<file path="src/rtl/frac_n_pkg.sv">
// -----------------------------------------------------------------------------
// frac_n_pkg
// Shared definitions for the fractional-N divider controller:
//   - controller state encoding (IDLE / ARM / RUN, 2 bits)
//   - default smallest legal modulus
//   - legal output range of the MASH 1-1-1 modulator feeding y_i
// -----------------------------------------------------------------------------
package frac_n_pkg;

  typedef enum logic [1:0] {
    ST_IDLE = 2'd0,
    ST_ARM  = 2'd1,
    ST_RUN  = 2'd2
  } div_state_e;

  localparam int N_MIN_DEF = 4;

  // A third-order MASH 1-1-1 produces samples in -3..+4.
  localparam int Y_MIN = -3;
  localparam int Y_MAX = 4;

endpackage : frac_n_pkg

</file>
<file path="src/rtl/frac_n_mod_calc.sv">
// -----------------------------------------------------------------------------
// frac_n_mod_calc
// Combinational modulus for one divider period: N = n_int + sign-extended y,
// evaluated in N_WIDTH+2 signed bits so neither the maximum (n_int all ones
// plus +4) nor a negative sum can wrap. Sums below N_MIN are clamped to N_MIN.
//
// Ports:
//   n_int_i    [N_WIDTH-1:0]  unsigned integer divide ratio
//   y_i        [Y_WIDTH-1:0]  two's-complement MASH sample
//   n_o        [N_WIDTH:0]    resulting modulus (always >= N_MIN)
//   clamped_o                 1 when the raw sum was below N_MIN
// -----------------------------------------------------------------------------
module frac_n_mod_calc
  import frac_n_pkg::*;
#(
  parameter int N_WIDTH = 8,
  parameter int Y_WIDTH = 4,
  parameter int N_MIN   = N_MIN_DEF
) (
  input  logic [N_WIDTH-1:0] n_int_i,
  input  logic [Y_WIDTH-1:0] y_i,
  output logic [N_WIDTH:0]   n_o,
  output logic               clamped_o
);

  localparam int SW = N_WIDTH + 2;

  localparam logic signed [SW-1:0] N_MIN_S = SW'(N_MIN);
  localparam logic [N_WIDTH:0]     N_MIN_U = (N_WIDTH + 1)'(N_MIN);

  logic signed [SW-1:0] n_ext;
  logic signed [SW-1:0] y_ext;
  logic signed [SW-1:0] sum;

  assign n_ext = signed'({2'b00, n_int_i});
  assign y_ext = signed'({{(SW - Y_WIDTH){y_i[Y_WIDTH-1]}}, y_i});
  assign sum   = n_ext + y_ext;

  assign clamped_o = (sum < N_MIN_S);
  // Once clamping has been ruled out, the sum is positive and at most
  // 2^N_WIDTH + 3, so its low N_WIDTH+1 bits hold it exactly.
  assign n_o       = clamped_o ? N_MIN_U : sum[N_WIDTH:0];

endmodule : frac_n_mod_calc

</file>
<file path="src/rtl/frac_n_div_ctrl.sv">
// -----------------------------------------------------------------------------
// frac_n_div_ctrl
// Fractional-N divider controller. Each period lasts n_cur_o cycles; the
// period length is resampled from n_int_i + y_i in the last cycle of every
// period (tick_o), so consecutive periods follow with no gap. div_o is high
// for ceil(N/2) cycles and then low for floor(N/2) cycles.
//
// Ports:
//   clk, rst_n                  clock (rising edge), async active-low reset
//   en_i                        run enable, acted on only in IDLE or at a tick
//   n_int_i  [N_WIDTH-1:0]      integer divide ratio
//   y_i      [Y_WIDTH-1:0]      MASH sample, -3..+4
//   div_o                       divided clock, registered
//   tick_o                      strobe in the last cycle of each period
//   n_cur_o  [N_WIDTH:0]        modulus of the period in progress
//   busy_o                      high in ARM and RUN
//   err_o                       sticky: a modulus was clamped since last ARM
// -----------------------------------------------------------------------------
module frac_n_div_ctrl
  import frac_n_pkg::*;
#(
  parameter int N_WIDTH = 8,
  parameter int Y_WIDTH = 4,
  parameter int N_MIN   = N_MIN_DEF
) (
  input  logic               clk,
  input  logic               rst_n,
  input  logic               en_i,
  input  logic [N_WIDTH-1:0] n_int_i,
  input  logic [Y_WIDTH-1:0] y_i,
  output logic               div_o,
  output logic               tick_o,
  output logic [N_WIDTH:0]   n_cur_o,
  output logic               busy_o,
  output logic               err_o
);

  localparam logic [N_WIDTH:0] CNT_ONE = (N_WIDTH + 1)'(1);

  logic [N_WIDTH:0] n_calc;
  logic             n_clamped;

  frac_n_mod_calc #(
    .N_WIDTH (N_WIDTH),
    .Y_WIDTH (Y_WIDTH),
    .N_MIN   (N_MIN)
  ) u_mod_calc (
    .n_int_i   (n_int_i),
    .y_i       (y_i),
    .n_o       (n_calc),
    .clamped_o (n_clamped)
  );

  div_state_e       state_q, state_d;
  logic [N_WIDTH:0] cnt_q,   cnt_d;
  logic [N_WIDTH:0] n_cur_q, n_cur_d;
  logic             err_q,   err_d;
  logic             div_q,   div_d;
  logic             tick_q,  tick_d;
  logic             busy_q,  busy_d;

  // cnt counts down from N-1 to 0 over one period.
  always_comb begin
    // NOTE: every signal gets a default before the case so no path leaves
    // one unassigned; an unassigned path would infer a latch.
    state_d = state_q;
    cnt_d   = cnt_q;
    n_cur_d = n_cur_q;
    err_d   = err_q;

    unique case (state_q)
      ST_IDLE: begin
        cnt_d = '0;
        if (en_i) state_d = ST_ARM;
      end
      ST_ARM: begin
        state_d = ST_RUN;
        n_cur_d = n_calc;
        cnt_d   = n_calc - CNT_ONE;
        err_d   = n_clamped;          // a fresh start clears the sticky flag
      end
      ST_RUN: begin
        if (cnt_q == '0) begin
          if (en_i) begin
            n_cur_d = n_calc;
            cnt_d   = n_calc - CNT_ONE;
            err_d   = err_q | n_clamped;
          end else begin
            state_d = ST_IDLE;
          end
        end else begin
          cnt_d = cnt_q - CNT_ONE;
        end
      end
      default: begin
        state_d = ST_IDLE;
        cnt_d   = '0;
      end
    endcase

    // Outputs are derived from next-state values so the registered copies
    // line up with the cycle they describe.
    div_d  = (state_d == ST_RUN) && (cnt_d >= (n_cur_d >> 1));
    tick_d = (state_d == ST_RUN) && (cnt_d == '0);
    busy_d = (state_d != ST_IDLE);
  end

  // NOTE: sequential state uses non-blocking assignments so every flop
  // samples the pre-edge value of the others, independent of statement order.
  // NOTE: all of this state is a handful of flops, so every one is reset
  // asynchronously; a reset mid-period aborts it on the spot.
  always_ff @(posedge clk or negedge rst_n) begin
    if (!rst_n) begin
      state_q <= ST_IDLE;
      cnt_q   <= '0;
      n_cur_q <= '0;
      err_q   <= 1'b0;
      div_q   <= 1'b0;
      tick_q  <= 1'b0;
      busy_q  <= 1'b0;
    end else begin
      state_q <= state_d;
      cnt_q   <= cnt_d;
      n_cur_q <= n_cur_d;
      err_q   <= err_d;
      div_q   <= div_d;
      tick_q  <= tick_d;
      busy_q  <= busy_d;
    end
  end

  assign div_o   = div_q;
  assign tick_o  = tick_q;
  assign n_cur_o = n_cur_q;
  assign busy_o  = busy_q;
  assign err_o   = err_q;

endmodule : frac_n_div_ctrl

</file>
<file path="config.mk">
export PLATFORM = sky130hd
export DESIGN_NAME = frac_n_div_ctrl
export DESIGN_NICKNAME = d
export VERILOG_FILES = /design/src/rtl/frac_n_pkg.sv /design/src/rtl/frac_n_mod_calc.sv /design/src/rtl/frac_n_div_ctrl.sv
export SDC_FILE = /design/constraint.sdc
export NUM_CORES = 1
export LEC_CHECK = 0
export CAP_MARGIN = 10
export CORE_ASPECT_RATIO = 1.2
export CORE_MARGIN = 2
export CORE_UTILIZATION = 60
export CTS_BUF_LIST = sky130_fd_sc_hd__clkbuf_4
export DETAILED_ROUTE_END_ITERATION = 16
export DONT_BUFFER_PORTS = 1
export MAX_ROUTING_LAYER = met4
export PLACE_DENSITY_LB_ADDON = 0.3
export SLEW_MARGIN = 0
export SYNTH_ARGS = -nofsm -noshare
export SYNTH_HDL_FRONTEND = slang
export SYNTH_SLANG_ARGS = --single-unit
</file>
<file path="constraint.sdc">
create_clock -name clk -period 9.9 [get_ports clk]
set_input_delay 1.485 -clock clk [delete_from_list [all_inputs] [get_ports clk]]
set_output_delay 1.485 -clock clk [all_outputs]
set_load 0.05 [all_outputs]
</file>
Figure 1. Cell placement (run 1).
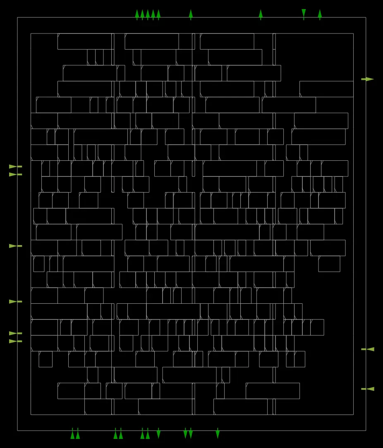
fillers: 320
Core ar.: 3600 µm²
Tap Cells: 39

Figure 2. Signal wires by layer (run 1).
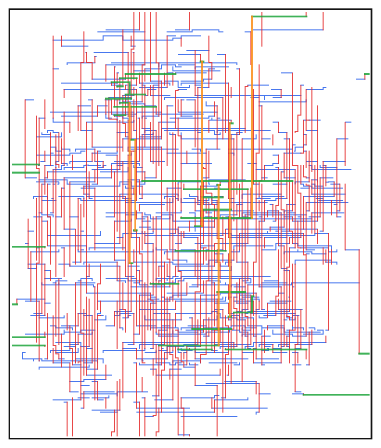
- met2: red (wire length 2720 µm)
- met1: blue (wire length 2090 µm)
- met4: orange (wire length 161 µm)
- met3: green (wire length 199 µm)
Routed WL: 5170 µm
vias post-DR: 1921
routed length per placed instance: 17.8 µm

==> results.json, run 1 <==
{
  "end_kind": "flop",
  "sh_comb_area_pct": 66.5,
  "p_seq_share_pct": 31.1,
  "multi_input_comb_cells": 203,
  "grt_antenna_before_repair": 0,
  "largestPowerGroup": "combinational logic",
  "overflow": 0,
  "switchingPower_mw": 0.415,
  "rsz0062_at_grt": "no",
  "ys_types": 57,
  "cp_num_cells": 24,
  "worstSetupPathType": "in -> reg",
  "cp_common_cell": "a21o_1",
  "edf_count": 0,
  "topCellsByArea": "dfrtp_1 (27%), ha_1 (13%), xnor2_1 (3.9%), a21oi_1 (3.8%), a21o_1 (3.7%)",
  "netSwitchingFraction_pct": 53.4,
  "clk_share_pct": 2.27,
  "hp-start": "state_q[0]",
  "ys_seq_share_pct": 27.0,
  "timing.final.ws_setup_ns": 4.03,
  "placed_area_um2": 2270,
  "fin_area_um2": 2320,
  "hold_viol": 0,
  "cp_top_family": "AND-OR/OR-AND gates",
  "crit_buf_inv": 0,
  "clockRootBuffer": "clkbuf_4",
  "clockBufferDepth": 2,
  "cts_setup_buffers": 0,
  "yosysMostFrequentCell": "dfrtp_1",
  "buffers_excl_clock": 0,
  "dieWidth_um": 59.6,
  "final_common_cell": "dfrtp_1",
  "layout_top_cells": "dfrtp_1 (24), ha_1 (23), inv_1 (20), nand2_1 (20), nor2_1 (19)",
  "critPathRequiredTime_ns": 10.12,
  "r2r.worst_path.cells": 18,
  "power.leakage_nw": 1.11,
  "fmax_mhz": 170,
  "fin_hold_ws_ns": 0.640,
  "slowest_stage": "fa_1",
  "drcViolationCount": 0,
  "regArea_um2": 601,
  "power_density_nw_per_um2": 335,
  "area_delta_synth_final_pct": 4.04,
  "diodes": 0,
  "maxCapViolations": 0,
  "cp-startpoint": "n_int_i[0]",
  "dp_cells": 286,
  "async_reset_ff_share_pct": 100,
  "firstDrtPassIters": 5,
  "drt_iter0_drc": 97,
  "die-height_um": 70.8,
  "reg2reg_slack_ns": 5.30,
  "crit_path_start_kind": "input port",
  "clkTransAtPathRegs_ns": 0.13,
  "p_clk_mw": 0.0718,
  "yosysTopAreaCell": "dfrtp_1",
  "io_pins": 28,
  "r2r-end": "div_o",
  "seq_area_share_pct": 25.9,
  "grt.total_usage_pct": 27.1,
  "inverters": 20,
  "combPwrFrac_pct": 59.6,
  "cts_made_buffers": 3,
  "preCtsSetupSlack_ns": 3.72,
  "post_cts_resized": 0,
  "finClkSkew_ns": 0.00590,
  "ant_nets": 0,
  "power_mw": 0.777,
  "yosys-stat-area_um2": 2230,
  "initial_utilization_pct": 61.8,
  "dpl.hpwl_um": 4150,
  "comb_area_um2": 1540,
  "synth_stat.cells": 250,
  "crit_end": "div_o",
  "hold_buffers": 0,
  "vias_per_cell": 6.62,
  "synthCells": 250,
  "pg_comb_mw": 0.463,
  "syn_area_um2": 2230,
  "final_net_count": 291,
  "grt_start_max_net_pins": 25,
  "outcome": "complete, no violations",
  "portBuffers": 0,
  "final_util_pct": 64.3,
  "ys.flops": 24,
  "final_cells": 290,
  "setup_violations": 0,
  "ff_count": 24,
  "clkbuf_count": 3,
  "period_needed_ns": 5.87,
  "internal-power_mw": 0.362,
  "clock_sinks": 24,
  "hold_class": "reg -> reg",
  "holdPathEnd": "state_q[0]",
  "hold_depth": 2,
  "arrival_ns": 6.09,
  "syn-num-nets": 289,
  "worst_skew_pair.late_latency_ns": 0.33
}
Figure 3. Metal 3 (run 1).
Bar = 20 µm.
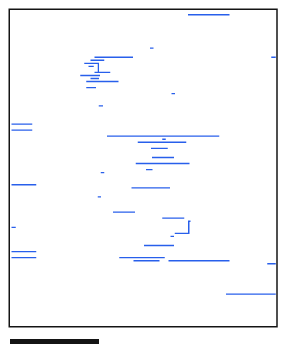
- share of all routed wire: 3.9%
- wire length on this layer: 199 µm
- longest straight run: 24.8 µm
met3 GRT Util: 2.74%

## run 1: metal layers
| layer | global-route usage, % | wire, µm | vias to the layer above | part of all wire (%) |
|---|---|---|---|---|
| met1 | 32.0 | 2090 | 931 | 40 |
| met5 | - | 0 | - | 0 |
| met4 | 11.1 | 160 | 0 | 3.1 |
| li1 | - | - | 918 | - |
| met2 | 46.3 | 2720 | 59 | 53 |
| met3 | 2.74 | 199 | 13 | 3.8 |
## run 1: cell families after synthesis
logic type | Yosys count | share of synthesized area (%)
AOI/OAI and AO/OA | 86 | 29.2
and+or+nand+nor | 75 | 18.1
adders and majority gates | 24 | 13.8
DFF | 24 | 27.0
buffers and inverters | 23 | 3.87
xor gates and xnor gates | 16 | 6.96
muxes | 2 | 1.12
Figure 4. Clock distribution (run 1).
Bar = 20 µm.
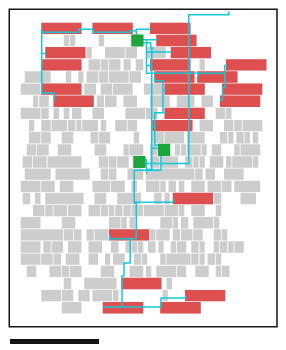

==> run 2: changes to the inputs <==
==> constraint.sdc (replaced) <==
create_clock -name clk -period 6.2 [get_ports clk]
set_input_delay 0.93 -clock clk [delete_from_list [all_inputs] [get_ports clk]]
set_output_delay 0.93 -clock clk [all_outputs]
set_load 0.05 [all_outputs]
Figure 5. Clock distribution (run 2).
Bar = 20 µm.
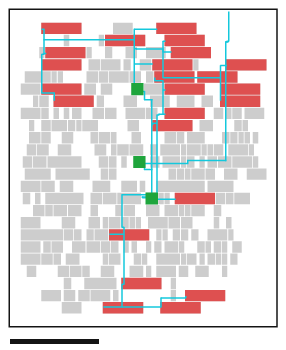
- clock wires: cyan (length 286 µm)
- flip-flops: red (count 24)
- cells driving clock nets: green (count 3)
- flops lie: all over the die
- routed clock nets: 4
clock skew: 0.00333 ns
Clock power frac: 9.1%
clock group power: 0.113 mW
Clock Latency Late Sink: 0.32 ns

==> run 2 against run 1 <==
Compared with the run above:
- critical path depth unchanged
- critical path type unchanged
- largest power group unchanged
- largest cell class unchanged
- clock-buffer cell count unchanged
- core utilization unchanged
==> results.json, run 2 <==
{
  "outcome": "complete, no violations",
  "post_cts_resized": 0,
  "synth_stat.cells": 250,
  "syn_area_um2": 2230,
  "io_pins": 28,
  "mux_share_pct": 1.12,
  "r2r-end": "div_o",
  "inverters": 20,
  "netSwitchingFraction_pct": 53.5,
  "power_mw": 1.24,
  "dominant_cells": "logic gates",
  "switchingPower_mw": 0.665,
  "clkTransAtPathRegs_ns": 0.13,
  "setup_violations": 0,
  "firstDrtPassIters": 4,
  "cts_made_buffers": 3,
  "rsz0062_at_grt": "no",
  "preCtsSetupSlack_ns": 0.559,
  "cp_top_family": "AND-OR/OR-AND gates",
  "cp_common_cell": "a21o_1",
  "dieWidth_um": 59.6,
  "p_seq_share_pct": 31.0,
  "diodes": 0,
  "worstSetupPathType": "in -> reg",
  "yosys-stat-area_um2": 2230,
  "ys.flops": 24,
  "power_density_nw_per_um2": 537,
  "dp_cells": 286,
  "reg2reg_slack_ns": 1.61,
  "topCombFamilyByArea": "AND-OR/OR-AND gates",
  "yosysTopAreaCell": "dfrtp_1",
  "period_needed_ns": 5.35,
  "cp-startpoint": "n_int_i[0]",
  "arrival_ns": 5.57,
  "seq_area_share_pct": 25.9,
  "synthCells": 250,
  "final_net_count": 291,
  "multi_input_comb_cells": 203,
  "async_reset_ff_share_pct": 100,
  "portBuffers": 0,
  "slowest_stage": "fa_1",
  "clk_share_pct": 2.27,
  "combPwrFrac_pct": 59.9,
  "cp_num_cells": 24,
  "slew_headroom_pct": 58.0,
  "initial_utilization_pct": 61.8,
  "synthAoiAreaFrac_pct": 29.2,
  "crit_buf_inv": 0,
  "area_delta_synth_final_pct": 4.04,
  "fin_hold_ws_ns": 0.284,
  "dpl.hpwl_um": 4130,
  "clockRootBuffer": "clkbuf_4",
  "synth-xor-area-share_pct": 6.96,
  "tap_cells": 39,
  "yosysMostFrequentCell": "dfrtp_1",
  "ff_count": 24,
  "final_common_cell": "dfrtp_1",
  "ys_types": 57,
  "fin_area_um2": 2320,
  "buffers_excl_clock": 0,
  "internal-power_mw": 0.579,
  "clockBufferDepth": 2,
  "ant_nets": 0,
  "grt_start_max_net_pins": 25,
  "maxCapViolations": 0,
  "topCellsByArea": "dfrtp_1 (27%), ha_1 (13%), xnor2_1 (3.9%), a21oi_1 (3.8%), a21o_1 (3.7%)",
  "clock_sinks": 24,
  "die-height_um": 70.8,
  "pg_comb_mw": 0.745,
  "n_fill_cell": 310,
  "overflow": 0,
  "final_cells": 290,
  "crit_end": "div_o",
  "ys_sh_adder_pct": 13.8,
  "sh_comb_area_pct": 66.5,
  "final_util_pct": 64.3,
  "grt_antenna_before_repair": 0,
  "hold_buffers": 0,
  "r2r.worst_path.cells": 18,
  "power.leakage_nw": 1.11,
  "vias_per_cell": 6.50,
  "hold_class": "in -> async",
  "hold_viol": 0,
  "cts_setup_buffers": 0,
  "largestPowerGroup": "combinational logic",
  "simple_gate_area_share_pct": 18.1,
  "edf_count": 0,
  "drt_iter0_drc": 107,
  "core_area_um2": 3600,
  "crit_path_start_kind": "input port",
  "placed_area_um2": 2270,
  "timing.final.ws_setup_ns": 0.847,
  "fmax_mhz": 187
}
Figure 6. Signal wires by layer (run 2).
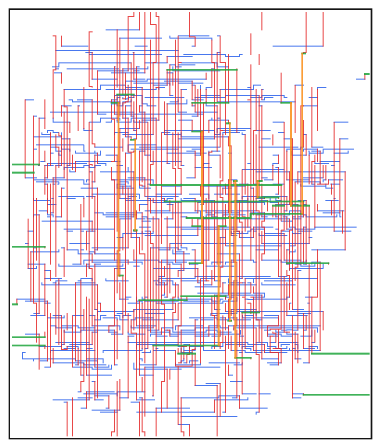
- met3: green (wire length 192 µm)
- met2: red (wire length 2760 µm)
- met1: blue (wire length 2040 µm)
- met4: orange (wire length 193 µm)
Routed WL: 5180 µm
GRT Overall Usage: 27.5%
vias post-DR: 1884
routed length per placed instance: 17.9 µm

[run 2: cell counts in the layout (fill, tap and decap cells not counted)]
Identical to the previous run, type by type.
[run 2: metal layers]
layer	global-route usage [%]	vias up	wire [µm]
li1	-	926	-
met2	46.5	56	2760
met1	32.4	883	2040
met4	12.1	0	193
met5	-	-	0
met3	2.93	19	191
[run 2: worst min-delay path by stage]
stage / slack, ns / to
after floorplan: 0.57 / state_q[0]
after CTS: 0.28 / cnt_q[0]
after detailed placement: 0.62 / state_q[0]
after global placement: 0.60 / state_q[0]
after global routing: 0.26 / n_cur_o[5]
final: 0.28 / cnt_q[0]
==> run 3: changes to the inputs <==
--- a/config.mk
+++ b/config.mk
@@ -10,6 +10,7 @@
 export CORE_MARGIN = 2
 export CORE_UTILIZATION = 60
 export CTS_BUF_LIST = sky130_fd_sc_hd__clkbuf_4
+export CTS_CLUSTER_DIAMETER = 80
 export DETAILED_ROUTE_END_ITERATION = 16
 export DONT_BUFFER_PORTS = 1
 export MAX_ROUTING_LAYER = met4
Figure 7. Signal wires by layer (run 3).
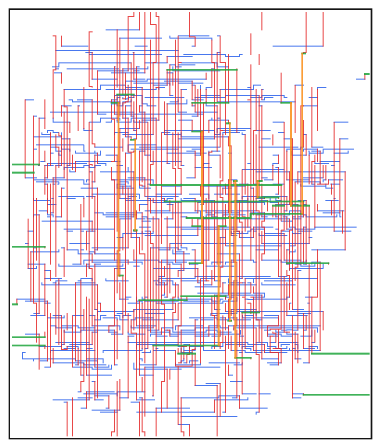
- met4: orange (wire length 193 µm)
- met2: red (wire length 2760 µm)
- met3: green (wire length 192 µm)
- met1: blue (wire length 2040 µm)

Figure 8. Clock distribution (run 3).
Bar = 20 µm.
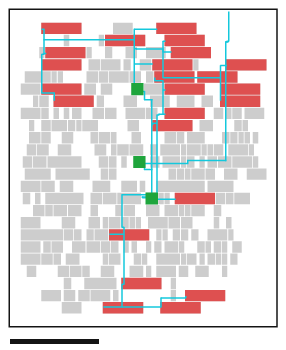
- clock wires: cyan (length 286 µm)
- flip-flops: red (count 24)
- cells driving clock nets: green (count 3)
- flops lie: all over the die
- routed clock nets: 4

==> run 3 against run 2 <==
Compared with the run above:
- flip-flop count stayed put
- highest routed layer unchanged
- critical path type unchanged
- global-route usage stayed put
- first-iteration DRC count stayed put
- critical endpoint unchanged
==> results.json, run 3 <==
{
  "worst_skew_pair.late_latency_ns": 0.32,
  "cts_setup_buffers": 0,
  "tap_cells": 39,
  "clkbuf_count": 3,
  "synthAoiAreaFrac_pct": 29.2,
  "portBuffers": 0,
  "inverters": 20,
  "edf_count": 0,
  "synth-xor-area-share_pct": 6.96,
  "hold_buffers": 0,
  "slowest_stage": "fa_1",
  "final_common_cell": "dfrtp_1",
  "finClkSkew_ns": 0.00333,
  "diodes": 0,
  "crit_path_start_kind": "input port",
  "yosys-stat-area_um2": 2230,
  "grt_antenna_before_repair": 0,
  "mux_share_pct": 1.12,
  "clkPwrFrac_pct": 9.1,
  "clockBufferDepth": 2,
  "core_area_um2": 3600,
  "buffers_excl_clock": 0,
  "clk_share_pct": 2.27,
  "async_reset_ff_share_pct": 100,
  "slew_headroom_pct": 58.0,
  "wl_met3_um": 191,
  "crit_end": "div_o",
  "ff_count": 24,
  "netSwitchingFraction_pct": 53.5,
  "use_met1_pct": 32.4,
  "syn_area_um2": 2230,
  "firstDrtPassIters": 4,
  "cts_made_buffers": 3,
  "synth_warnings": 0,
  "sh_comb_area_pct": 66.5,
  "dpl.hpwl_um": 4130,
  "fmax_mhz": 187,
  "maxCapViolations": 0,
  "regArea_um2": 601,
  "arrival_ns": 5.57,
  "routed.top_layer": "met4",
  "yosysMostFrequentCell": "dfrtp_1",
  "final_util_pct": 64.3,
  "ys.flops": 24,
  "num_vias": 1884,
  "use_met2_pct": 46.5,
  "ys_sh_adder_pct": 13.8,
  "largestPowerGroup": "combinational logic",
  "multi_input_comb_cells": 203,
  "p_seq_share_pct": 31.0,
  "overflow": 0,
  "row_count": 24,
  "clkTransAtPathRegs_ns": 0.13,
  "topCellsByArea": "dfrtp_1 (27%), ha_1 (13%), xnor2_1 (3.9%), a21oi_1 (3.8%), a21o_1 (3.7%)",
  "combPwrFrac_pct": 59.9,
  "hold_viol": 0,
  "ys_seq_share_pct": 27.0,
  "dp_cells": 286,
  "die-height_um": 70.8,
  "yosysTopAreaCell": "dfrtp_1",
  "rsz0062_at_grt": "no",
  "routed-wl-met2_um": 2760,
  "final_cells": 290,
  "drcViolationCount": 0,
  "clockRootBuffer": "clkbuf_4",
  "pg_comb_mw": 0.745,
  "r2r-end": "div_o",
  "drt-met1-wl_um": 2040,
  "ys_types": 57,
  "wl_per_cell_um": 17.9,
  "cp_common_cell": "a21o_1",
  "cp-startpoint": "n_int_i[0]",
  "grt_start_max_net_pins": 25,
  "end_kind": "flop",
  "post_cts_resized": 0,
  "ant_nets": 0,
  "seq_area_share_pct": 25.9,
  "reg2reg_slack_ns": 1.61,
  "dieWidth_um": 59.6,
  "initial_utilization_pct": 61.8,
  "dominant_cells": "logic gates",
  "simple_gate_area_share_pct": 18.1,
  "power_density_nw_per_um2": 537,
  "use_met3_pct": 2.93,
  "layout_top_cells": "dfrtp_1 (24), ha_1 (23), inv_1 (20), nand2_1 (20), nor2_1 (19)",
  "io_pins": 28,
  "outcome": "complete, no violations",
  "setup_violations": 0,
  "worstSetupPathType": "in -> reg",
  "r2r.worst_path.cells": 18,
  "topCombFamilyByArea": "AND-OR/OR-AND gates",
  "syn-num-nets": 289,
  "final_net_count": 291,
  "switchingPower_mw": 0.665,
  "vias_per_cell": 6.50,
  "comb_area_um2": 1540,
  "area_delta_synth_final_pct": 4.04,
  "routed_wirelength_um": 5180
}
[run 3: cell counts in the layout (fill, tap and decap cells not counted)]
No cell type changed its count.
[run 3: per-stage QoR]
stage / setup slack [ns] / power, mW / hold WS, ns / cell area [µm²]
detailed placement: 0.559 / 1.12 / 0.622 / 2270
global route: 0.573 / 1.35 / 0.265 / 2320
CTS: 0.881 / 1.24 / 0.280 / 2320
global placement: 0.682 / 1.10 / 0.604 / 2270
floorplan: 0.978 / 0.956 / 0.572 / 2230
finish: 0.847 / 1.24 / 0.284 / 2320
[run 3: critical path: cells and delay by family]
kind                       cells  cell delay, ns
and+or+nand+nor                5            0.74
adders and majority gates      4            1.19
AOI/OAI and AO/OA             14            2.41
xor gates and xnor gates       1            0.30
Power is estimated from default activity; no workload was simulated.
